Figure 1. Routing congestion (run 1).
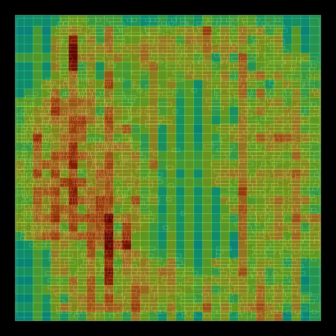
Figure 2. Clock network drawn from the DEF (run 1).
Bar = 50 µm.
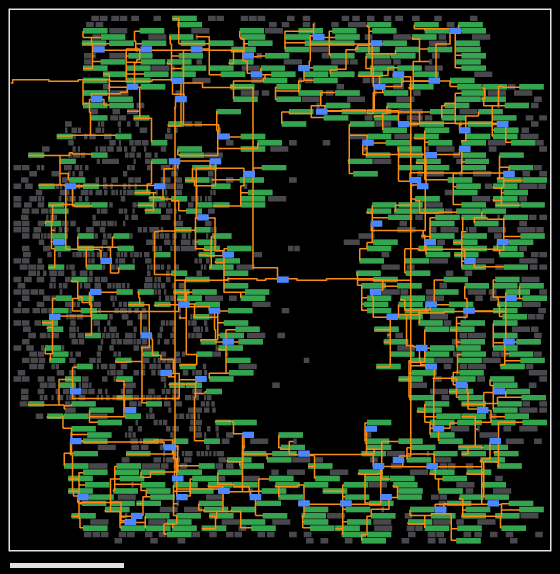
Figure 3. Where the registers sit (run 1).
Bar = 50 µm. Other sequential cells in the stronger grey, the rest of the logic in the fainter grey.
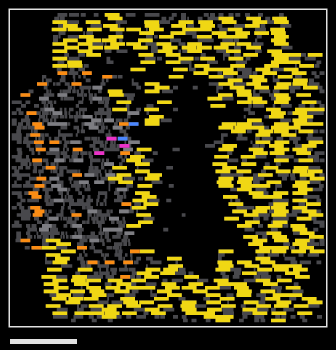
Figure 4. Logic cells by family (run 1).
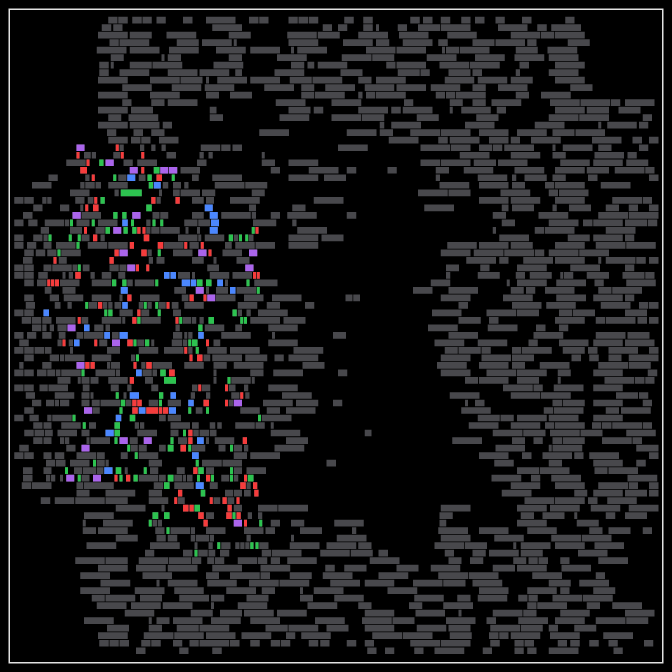
File: src/rtl/lobster_pkg.sv
// Shared types and constants for the instruction fetch unit.
package lobster_pkg;
  typedef enum logic [1:0] {IDLE, REQ, FLUSH} fetch_state_t;

  localparam int BUNDLE_BYTES = 8;
  localparam int BUNDLE_BITS  = BUNDLE_BYTES * 8;
  localparam logic [35:0] RESET_PC_DEFAULT = 36'hF800;
endpackage

File: src/rtl/lobster_if.sv
// Memory, redirect and execution-manager signals of the fetch unit.
interface lobster_if import lobster_pkg::*; #(
  parameter int ADDR_WIDTH = 36
);
  logic                   mem_req;
  logic [ADDR_WIDTH-1:0]  mem_addr;
  logic                   mem_ack;
  logic [BUNDLE_BITS-1:0] mem_data;
  logic                   redirect;
  logic [ADDR_WIDTH-1:0]  redirect_pc;
  logic                   out_valid;
  logic                   out_ready;
  logic [BUNDLE_BITS-1:0] out_data;
  logic [ADDR_WIDTH-1:0]  out_addr;
  logic [ADDR_WIDTH-1:0]  ip_out;

  modport master (
    output mem_req, mem_addr, out_valid, out_data, out_addr, ip_out,
    input  mem_ack, mem_data, redirect, redirect_pc, out_ready
  );
  modport slave (
    input  mem_req, mem_addr, out_valid, out_data, out_addr, ip_out,
    output mem_ack, mem_data, redirect, redirect_pc, out_ready
  );
endinterface

File: src/rtl/lobster_fifo.sv
// Synchronous prefetch FIFO with flush; push when full and pop when empty are ignored.
module lobster_fifo #(
  parameter int WIDTH = 100,
  parameter int DEPTH = 4
) (
  input  logic                   clk,
  input  logic                   rst,
  input  logic                   push,
  input  logic                   pop,
  input  logic                   flush,
  input  logic [WIDTH-1:0]       wdata,
  output logic [WIDTH-1:0]       rdata,
  output logic [$clog2(DEPTH):0] count
);
  localparam int PW = $clog2(DEPTH);
  localparam int CW = PW + 1;

  logic [WIDTH-1:0] mem [DEPTH];
  logic [PW-1:0]    wr_ptr, rd_ptr;
  logic             push_ok, pop_ok;

  assign push_ok = push && (count != CW'(DEPTH));
  assign pop_ok  = pop && (count != '0);
  assign rdata   = mem[rd_ptr];

  always_ff @(posedge clk) begin
    if (rst || flush) begin
      wr_ptr <= '0;
      rd_ptr <= '0;
      count  <= '0;
    end else begin
      if (push_ok) wr_ptr <= wr_ptr + PW'(1);
      if (pop_ok)  rd_ptr <= rd_ptr + PW'(1);
      count <= count + CW'(push_ok) - CW'(pop_ok);
    end
  end

  always_ff @(posedge clk) begin
    if (!rst && !flush && push_ok) mem[wr_ptr] <= wdata;
  end
endmodule

File: src/rtl/lobster_fetch.sv
// Instruction fetch: one outstanding bundle request, prefetch buffer, redirect flush.
module lobster_fetch import lobster_pkg::*; #(
  parameter int ADDR_WIDTH = 36,
  parameter int FIFO_DEPTH = 4,
  parameter logic [ADDR_WIDTH-1:0] RESET_PC = ADDR_WIDTH'(RESET_PC_DEFAULT)
) (
  input logic       clk,
  input logic       rst,
  lobster_if.master bus
);
  localparam int CW = $clog2(FIFO_DEPTH) + 1;
  localparam logic [CW-1:0]         DEPTH_C = CW'(FIFO_DEPTH);
  localparam logic [ADDR_WIDTH-1:0] STEP    = ADDR_WIDTH'(BUNDLE_BYTES);
  localparam logic [ADDR_WIDTH-1:0] ALIGN   = ~ADDR_WIDTH'(BUNDLE_BYTES - 1);

  fetch_state_t                      state;
  logic [ADDR_WIDTH-1:0]             fetch_pc;
  logic [CW-1:0]                     count, cnt_after;
  logic                              push, pop;
  logic [ADDR_WIDTH+BUNDLE_BITS-1:0] head;

  // Redirect suppresses both FIFO ports; the flush wins regardless.
  assign push      = (state == REQ) && bus.mem_ack && !bus.redirect && (count < DEPTH_C);
  assign pop       = bus.out_valid && bus.out_ready && !bus.redirect;
  assign cnt_after = count + CW'(push) - CW'(pop);

  lobster_fifo #(.WIDTH(ADDR_WIDTH + BUNDLE_BITS), .DEPTH(FIFO_DEPTH)) u_fifo (
    .clk   (clk),
    .rst   (rst),
    .push  (push),
    .pop   (pop),
    .flush (bus.redirect),
    .wdata ({bus.mem_addr, bus.mem_data}),
    .rdata (head),
    .count (count)
  );

  assign bus.out_valid = (count != '0);
  assign bus.out_data  = head[BUNDLE_BITS-1:0];
  assign bus.out_addr  = head[ADDR_WIDTH+BUNDLE_BITS-1:BUNDLE_BITS];
  assign bus.ip_out    = fetch_pc;

  always_ff @(posedge clk) begin
    if (rst) begin
      state        <= IDLE;
      fetch_pc     <= RESET_PC;
      bus.mem_req  <= 1'b0;
      bus.mem_addr <= '0;
    end else if (bus.redirect) begin
      fetch_pc <= bus.redirect_pc & ALIGN;
      // A request in flight cannot be cancelled; wait out its ack in FLUSH.
      case (state)
        REQ: begin
          state       <= bus.mem_ack ? IDLE : FLUSH;
          bus.mem_req <= !bus.mem_ack;
        end
        FLUSH: if (bus.mem_ack) begin
          state       <= IDLE;
          bus.mem_req <= 1'b0;
        end
        default: ;
      endcase
    end else begin
      case (state)
        IDLE: if (count < DEPTH_C) begin
          state        <= REQ;
          bus.mem_req  <= 1'b1;
          bus.mem_addr <= fetch_pc;
        end
        REQ: if (bus.mem_ack) begin
          fetch_pc <= bus.mem_addr + STEP;
          if (cnt_after < DEPTH_C) begin
            bus.mem_addr <= bus.mem_addr + STEP;
          end else begin
            state       <= IDLE;
            bus.mem_req <= 1'b0;
          end
        end
        FLUSH: if (bus.mem_ack) begin
          state       <= IDLE;
          bus.mem_req <= 1'b0;
        end
        default: begin
          state       <= IDLE;
          bus.mem_req <= 1'b0;
        end
      endcase
    end
  end
endmodule

File: src/flat_wrapper.sv
// flat-port wrapper written by rule: the top's interface ports become plain ports
module lobster_fetch_flat import lobster_pkg::*;
#(
  parameter int ADDR_WIDTH = 36,
  parameter int FIFO_DEPTH = 4,
  parameter logic [ADDR_WIDTH-1:0] RESET_PC = ADDR_WIDTH'(RESET_PC_DEFAULT)
)
  (clk, rst, bus_mem_req, bus_mem_addr, bus_out_valid, bus_out_data, bus_out_addr, bus_ip_out, bus_mem_ack, bus_mem_data, bus_redirect, bus_redirect_pc, bus_out_ready);
  lobster_if #(.ADDR_WIDTH(ADDR_WIDTH)) bus_i ();
  input logic clk;
  input logic rst;
  output wire logic [$bits(bus_i.mem_req)-1:0] bus_mem_req;
  output wire logic [$bits(bus_i.mem_addr)-1:0] bus_mem_addr;
  output wire logic [$bits(bus_i.out_valid)-1:0] bus_out_valid;
  output wire logic [$bits(bus_i.out_data)-1:0] bus_out_data;
  output wire logic [$bits(bus_i.out_addr)-1:0] bus_out_addr;
  output wire logic [$bits(bus_i.ip_out)-1:0] bus_ip_out;
  input wire logic [$bits(bus_i.mem_ack)-1:0] bus_mem_ack;
  input wire logic [$bits(bus_i.mem_data)-1:0] bus_mem_data;
  input wire logic [$bits(bus_i.redirect)-1:0] bus_redirect;
  input wire logic [$bits(bus_i.redirect_pc)-1:0] bus_redirect_pc;
  input wire logic [$bits(bus_i.out_ready)-1:0] bus_out_ready;
  assign bus_mem_req = bus_i.mem_req;
  assign bus_mem_addr = bus_i.mem_addr;
  assign bus_out_valid = bus_i.out_valid;
  assign bus_out_data = bus_i.out_data;
  assign bus_out_addr = bus_i.out_addr;
  assign bus_ip_out = bus_i.ip_out;
  assign bus_i.mem_ack = bus_mem_ack;
  assign bus_i.mem_data = bus_mem_data;
  assign bus_i.redirect = bus_redirect;
  assign bus_i.redirect_pc = bus_redirect_pc;
  assign bus_i.out_ready = bus_out_ready;
  lobster_fetch #(.ADDR_WIDTH(ADDR_WIDTH), .FIFO_DEPTH(FIFO_DEPTH), .RESET_PC(RESET_PC)) u_core (.clk(clk), .rst(rst), .bus(bus_i));
endmodule
File: config.mk
export PLATFORM = sky130hd
export DESIGN_NAME = lobster_fetch_flat
export DESIGN_NICKNAME = d
export VERILOG_FILES = /design/src/rtl/lobster_pkg.sv /design/src/rtl/lobster_if.sv /design/src/rtl/lobster_fifo.sv /design/src/rtl/lobster_fetch.sv /design/src/flat_wrapper.sv
export SDC_FILE = /design/constraint.sdc
export NUM_CORES = 1
export LEC_CHECK = 0
export CORE_UTILIZATION = 35
export CTS_BUF_LIST = sky130_fd_sc_hd__clkbuf_8
export DETAILED_ROUTE_END_ITERATION = 16
export HOLD_SLACK_MARGIN = 0.06
export PLACE_DENSITY_LB_ADDON = 0.25
export SKIP_LAST_GASP = 1
export SYNTH_ARGS = -nofsm -noshare
export SYNTH_HDL_FRONTEND = slang
export SYNTH_SLANG_ARGS = --single-unit
File: constraint.sdc
create_clock -name clk -period 6.15 [get_ports clk]
set_input_delay 1.845 -clock clk [delete_from_list [all_inputs] [get_ports clk]]
set_output_delay 1.845 -clock clk [all_outputs]
set_load 0.02 [all_outputs]
==> changes_impl.md, run 1 <==
### Changed

* Global-route wire length before repair at 74.89 mm
* Synth Area per Inst at roughly 17 µm²
* Crit start category: register
* Crit-path max cell delay at roughly 770 ps
* Top cell type's share of synthesized area at between 60% and 70%
* Initial antenna violation count at 2
* Die area at about 0.056 mm²
* Vias in the first global route at roughly 12000
* RSZ-0062 raised after global routing: no
* Avg WL per Cell at roughly 22 µm
* Asr flop ratio synth at 0%
* Detailed Routing Iterations Pass 1 at 6
* Detailed router's first-iteration violation count at approximately 900
* Largest net degree at the start of global routing at roughly 72
* GRT busiest layer: met2
* Ys cells at between 1000 and 1500
* CP Cell Sequence: buf_4 -> mux4_2 -> clkdlybuf4s50_1
* H-tree Lvls at 3
* Post-CTS Setup Bufs at 0
* Num rows at approximately 85
* Setup_tns at 0 ps
* FMAX at between 150 and 200 MHz
* Synth warnings at 0
* Fin nets at roughly 1600
* Area Growth Syn to Fin at 26.78%
* FP Core Util at 35.54%
* DR vias at between 10000 and 15000
* GR Util met2 at approximately 28%
* Finish-stage setup viols at 0
* Cell count after synthesis at about 1100
* Ports at about 280
* Worst slew pin tran at between 1000 and 1500 ps
* Routed WL at slightly below 50 mm
* Relative slew slack at a little under a quarter
* Core Region at roughly 0.054 mm²
* Worst Path Required at 4300 ps
* Cell area leaders: edfxtp_1, mux4_2, dfxtp_1
* WL met2 at 23.25 mm
* Outcome: complete, no violations
* Top post-synthesis cells by count: edfxtp_1, mux4_2, dfxtp_1
* Met1 wire length at between 20 and 25 mm
* Post-synth EDFFs at 400
* DIE HEIGHT at 236.2 µm
* Min Tclk post-route at about 5000 ps
* Part of the cycle the worst path needs at about four fifths
* Post-synth seq share at between 70% and 80%
* Synth Cell Area at between 0.015 and 0.02 mm²
* Die Wd at around 240 µm
* Residual DRC at 0
Notes on Figure 1 above:
Global Route Usage Sum: 17.77%
final core utilization: 45.06%
met1 Use GR: 24.63%

Notes on Figure 2 above:
flip-flops -> green  # count 484
clock wires -> orange  # length 6370 µm
clock-net drivers -> blue  # count 84
routed clock nets = 85
clk pwr: 2670 µW
clk_lat worst skew: 660 ps

Notes on Figure 3 above:
`u_core.u_fifo.rd_ptr` -> blue  # sequential cells 2
`u_core.u_fifo.count` -> magenta  # sequential cells 3
`u_core.u_fifo.mem` -> yellow  # sequential cells 400, where spread over the die
`u_core.bus.ip_out` -> orange  # sequential cells 36
Register Area: 0.01370 mm²
power in sequential cells: 3650 µW
flop share of the area: 56.28%

Notes on Figure 4 above:
xor and xnor cells -> purple  # cells 26, most used xnor2_1
nand cells -> green  # cells 109, most used nand2_1, where left middle
nor cells -> red  # cells 95, most used nor2_1
and/or cells -> blue  # cells 33, most used or4_1, where left middle
most frequent logic cell in the layout: edfxtp_1
Comb/total area: 21.11%
fin cells: 2213

==> run 1: layout make-up <==
cell class / count / area [µm²] / share of cell area [%]
Clock inverter: 55 / 270.3 / 1.110
Sequential cell: 484 / 13700 / 56.28
Clock buffer: 91 / 1252 / 5.145
Timing Repair Buffer: 302 / 3025 / 12.43
Multi-Input combinational cell: 562 / 5137 / 21.11
Antenna cell: 1 / 2.502 / 0.01028
Inverter: 22 / 82.58 / 0.3392
Tap cell: 696 / 870.8 / 3.577
==> run 1: final timing paths <==
| path | startpoint | to | slack, ps | cells past startpoint |
|---|---|---|---|---|
| worst min register to register | u_core.bus.ip_out[0] | u_core.bus.ip_out[0] | 490 | 2 |
| worst min-delay path | u_core.bus.ip_out[0] | u_core.bus.ip_out[0] | 490 | 2 |
| worst max register to register | u_core.state[0] | u_core.bus.mem_addr[5] | 2370 | 11 |
| worst max-delay path | register | bus_out_data[36] | 1150 | 3 |
==> run 1: cell families (layout without fill, tap and decap cells) <==
family | count (synthesis) | after routing | share of synthesized area [%]
DFF | 484 | 484 | 71.31
and+or+nand+nor | 237 | 237 | 6.184
AOI/OAI and AO/OA | 181 | 181 | 6.451
muxes | 108 | 108 | 12.15
buffers and inverters | 102 | 470 | 2.027
xor gates and xnor gates | 26 | 26 | 1.186
adders and majority gates | 10 | 10 | 0.6907
other | 0 | 1 | 0
==> run 1: sequential cells by signal (all words and copies together) (netlist names), named ones only <==
signal and cells:
u_core.bus.mem_req 1, u_core.u_fifo.count 3, u_core.u_fifo.wr_ptr 2, u_core.state 2
u_core.bus.ip_out 36, u_core.bus.mem_addr 36, u_core.u_fifo.mem 400, u_core.u_fifo.rd_ptr 2
==> run 1: through the flow <==
stage / utilization, % / instances / setup WS (ps) / power, µW / hold slack [ps]
floorplan: - / 1148 / 559.4 / 3861 / 484.7
global placement: 42.23 / 2066 / 752.8 / 4079 / 473.0
detailed placement: 42.23 / 2066 / 680.6 / 4087 / 480.3
CTS: 45.05 / 2212 / 943.8 / 6782 / 493.8
global route: 45.06 / 2213 / 887.3 / 6970 / 517.7
finish: 45.06 / 2213 / 1150 / 6689 / 489.0
==> run 1: placed cells by master, fill, tap and decap left out, drive strengths merged, types with 7 or more instances in the layout <==
master / netlist / layout
a21oi: 38 / 38
a22oi: 17 / 17
a2bb2oi: 7 / 7
a31oi: 8 / 8
a32oi: 7 / 7
and2: 9 / 9
buf: 20 / 28
clkbuf: 60 / 91
clkdlybuf4s50: 0 / 274
clkinv: 0 / 20
dfxtp: 84 / 84
edfxtp: 400 / 400
ha: 9 / 9
inv: 22 / 51
mux2i: 8 / 8
mux4: 100 / 100
nand2: 68 / 68
nand3: 20 / 20
nand4: 15 / 15
nor2: 47 / 47
nor3: 30 / 30
nor4: 15 / 15
o21ai: 42 / 42
o32ai: 20 / 20
xnor2: 15 / 15
xor2: 11 / 11
==> run 1: critical path: cells and delay by family, from the launching register on <==
| family | cells | cell delay [ps] |
|---|---|---|
| buf+inv | 2 | 1100 |
| flops | 1 | 770 |
| mux | 1 | 610 |
==> run 1: power by group <==
part	leakage [µW]	internal, µW	switching [µW]
Clock	0.000880	1400	1270
Sequential	0.00434	3580	65.9
Combinational	0.00257	178	197
Figure 5. Placed cells, one colour a class (run 1).
Bar = 50 µm.
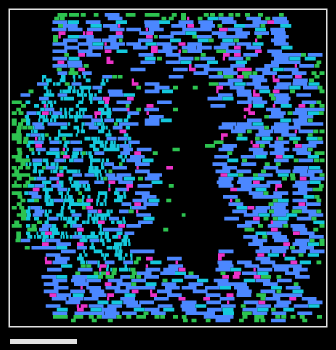

==> run 2, diff against run 1 <==
==> constraint.sdc (replaced) <==
create_clock -name clk -period 4.8 [get_ports clk]
set_input_delay 1.44 -clock clk [delete_from_list [all_inputs] [get_ports clk]]
set_output_delay 1.44 -clock clk [all_outputs]
set_load 0.02 [all_outputs]
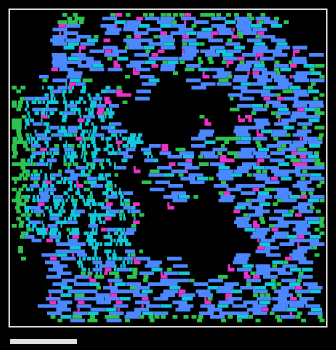
Figure 6: run 2, placed cells, one colour a class.
Bar = 50 µm.
registers -> blue  # cells 484, share of their area 58%
clock drivers and dummy loads -> magenta  # cells 146, share of their area 6.7%
remaining logic cells -> cyan  # cells 584, share of their area 22%
remaining buffers and delay cells -> green  # cells 323, share of their area 14%
final core utilization: 45.62%
num rows: 85
post-route cell area: 0.02465 mm²

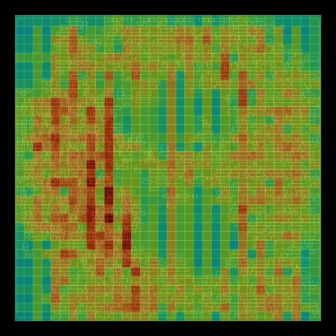
Figure 7: run 2, routing congestion.
GR Layer Usage met3: 3.487%
GRT busiest layer: met2
Avg WL per Cell: 22.09 µm

==> changes_impl.md, run 2 <==
### Changed

* FMAX at around 230 MHz
* Ys cells at 1148 (unchanged)
* DIE HEIGHT at 236.2 µm (unchanged)
* Post-CTS Setup Bufs at 0 (unchanged)
* Largest net degree at the start of global routing at 38 (was 72)
* Cell area leaders: edfxtp_1, mux4_2, dfxtp_1 (unchanged)
* Top post-synthesis cells by count: edfxtp_1, mux4_2, dfxtp_1 (unchanged)
* Reg2reg setup slack at 1490 ps (was 2370 ps)
* Min Tclk post-route at between 4000 and 5000 ps
* Crit Reg-Reg Startpoint: u_core.state[0] (unchanged)
* Diodes inserted at 0 (was 1)
* RSZ-0062 raised after global routing: no (unchanged)
* Global Route Usage Sum at 17.66% (was 17.77%)
* Reg2Reg Capture Point: u_core.bus.mem_addr[21] (was u_core.bus.mem_addr[5])
* Largest Register: u_core.u_fifo.mem (unchanged)
* Global-route wire length before repair at 74.64 mm (was 74.89 mm)
* FP Core Util at 35.54% (unchanged)
* Most frequent logic cell in the layout: edfxtp_1 (unchanged)
* Hold Path Origin: u_core.bus.ip_out[2] (was u_core.bus.ip_out[0])
* Asr flop ratio synth at 0% (unchanged)
* Top cells excl fill/tap: edfxtp_1, clkdlybuf4s50_1, mux4_2 (unchanged)
* Die area at 0.05580 mm² (unchanged)
* Synth warnings at 0 (unchanged)
* DR vias at 11760 (was 11770)
* Post-synth seq share at 71.32% (unchanged)
* Routed WL at 49.33 mm (was 49.74 mm)
* Finish-stage setup viols at 0 (unchanged)
* Clk_lat worst skew at 660 ps (about the same)
* Initial antenna violation count at 0 (was 2)
* Synth Area per Inst at 16.73 µm² (unchanged)
* Worst slew pin tran at 955.3 ps (was 1149 ps)
* Hold path depth at 2 (unchanged)
* Ports at 279 (unchanged)
* Cell count after synthesis at 1148 (unchanged)
* Total power at 8751 µW (was 6689 µW)
* Part of the cycle the worst path needs at between 80 and 90%
* Hold WS at 499.0 ps (was 489.0 ps)
* Die Wd at 236.2 µm (unchanged)
* Synth Cell Area at 0.01920 mm² (unchanged)
* Detailed router's first-iteration violation count at 822 (was 897)
* Residual DRC at 0 (unchanged)
* Detailed Routing Iterations Pass 1 at 5 (was 6)
* Worst Path Buf+Inv at 2 (unchanged)
* Outcome: complete, no violations (unchanged)
* Area Growth Syn to Fin at 28.37% (was 26.78%)
[run 2: cell counts after synthesis]
No cell type changed its count.
[run 2: report_power, final]
part / switching [µW] / leakage (µW) / total (µW) / internal [µW]
logic: 258 / 0.00270 / 494 / 236
registers: 76.7 / 0.00435 / 4660 / 4590
clock network: 1670 / 0.000892 / 3590 / 1930
total: 2000 / 0.00794 / 8750 / 6750
[run 2: layout make-up]
cell class                 count  area (µm²)
tap                          696       870.8
clock inverter                54       325.3
sequential                   484       13700
multi-input combinational    562        5132
inverter                      22       82.58
clock buffer                  92        1266
timing repair buffer         323        3271
fill                        4755       29380
[run 2: worst max-delay path by stage]
stage / startpoint / end / depth (start not counted)
2_1_floorplan: bus_redirect / u_core.bus.mem_addr[3] / 15
3_3_place_gp: bus_mem_ack / u_core.bus.mem_addr[22] / 13
3_5_place_dp: bus_mem_ack / u_core.bus.mem_addr[21] / 14
4_1_cts: register / bus_out_data[48] / 3
5_1_grt: register / bus_out_data[32] / 3
6_report: register / bus_out_data[32] / 3
[run 2: logic make-up after synthesis]
logic type | Yosys count | share of synthesized area, %
adders and majority gates | 10 | 0.6907
buffers and inverters | 102 | 2.027
and+or+nand+nor | 237 | 6.184
xor gates and xnor gates | 26 | 1.186
DFF | 484 | 71.31
muxes | 108 | 12.15
AOI/OAI and AO/OA | 181 | 6.451
[run 2: layer usage]
layer  wire, µm  global-route usage [%]  part of all wire [%]
met4        904                   6.021                   1.8
met1      22190                   24.73                    45
met2      23190                   27.50                    47
met3       3050                   3.487                   6.2
met5          0                       0                     0
[run 2: per-stage QoR]
step	instance area (µm²)	std cells	setup slack [ps]
floorplan	19210	1148	644.8
global placement	23060	2087	277.6
detailed placement	23060	2087	186.6
CTS	24650	2233	363.8
global route	24650	2233	330.9
finish	24650	2233	511.4
[run 2: worst register-to-register path, stage by stage (launching register included)]
cell	delay (ps)
dfxtp_1	610
and3b_1	250
and2_1	150
nand2b_1	160
ha_1	230
inv_1	60
ha_1	210
and3b_1	180
nor3_1	420
o21ai_2	140
buf_4	210
buf_4	190
a221o_1	350
o31ai_1	70
Power and IR drop assume default switching activity.
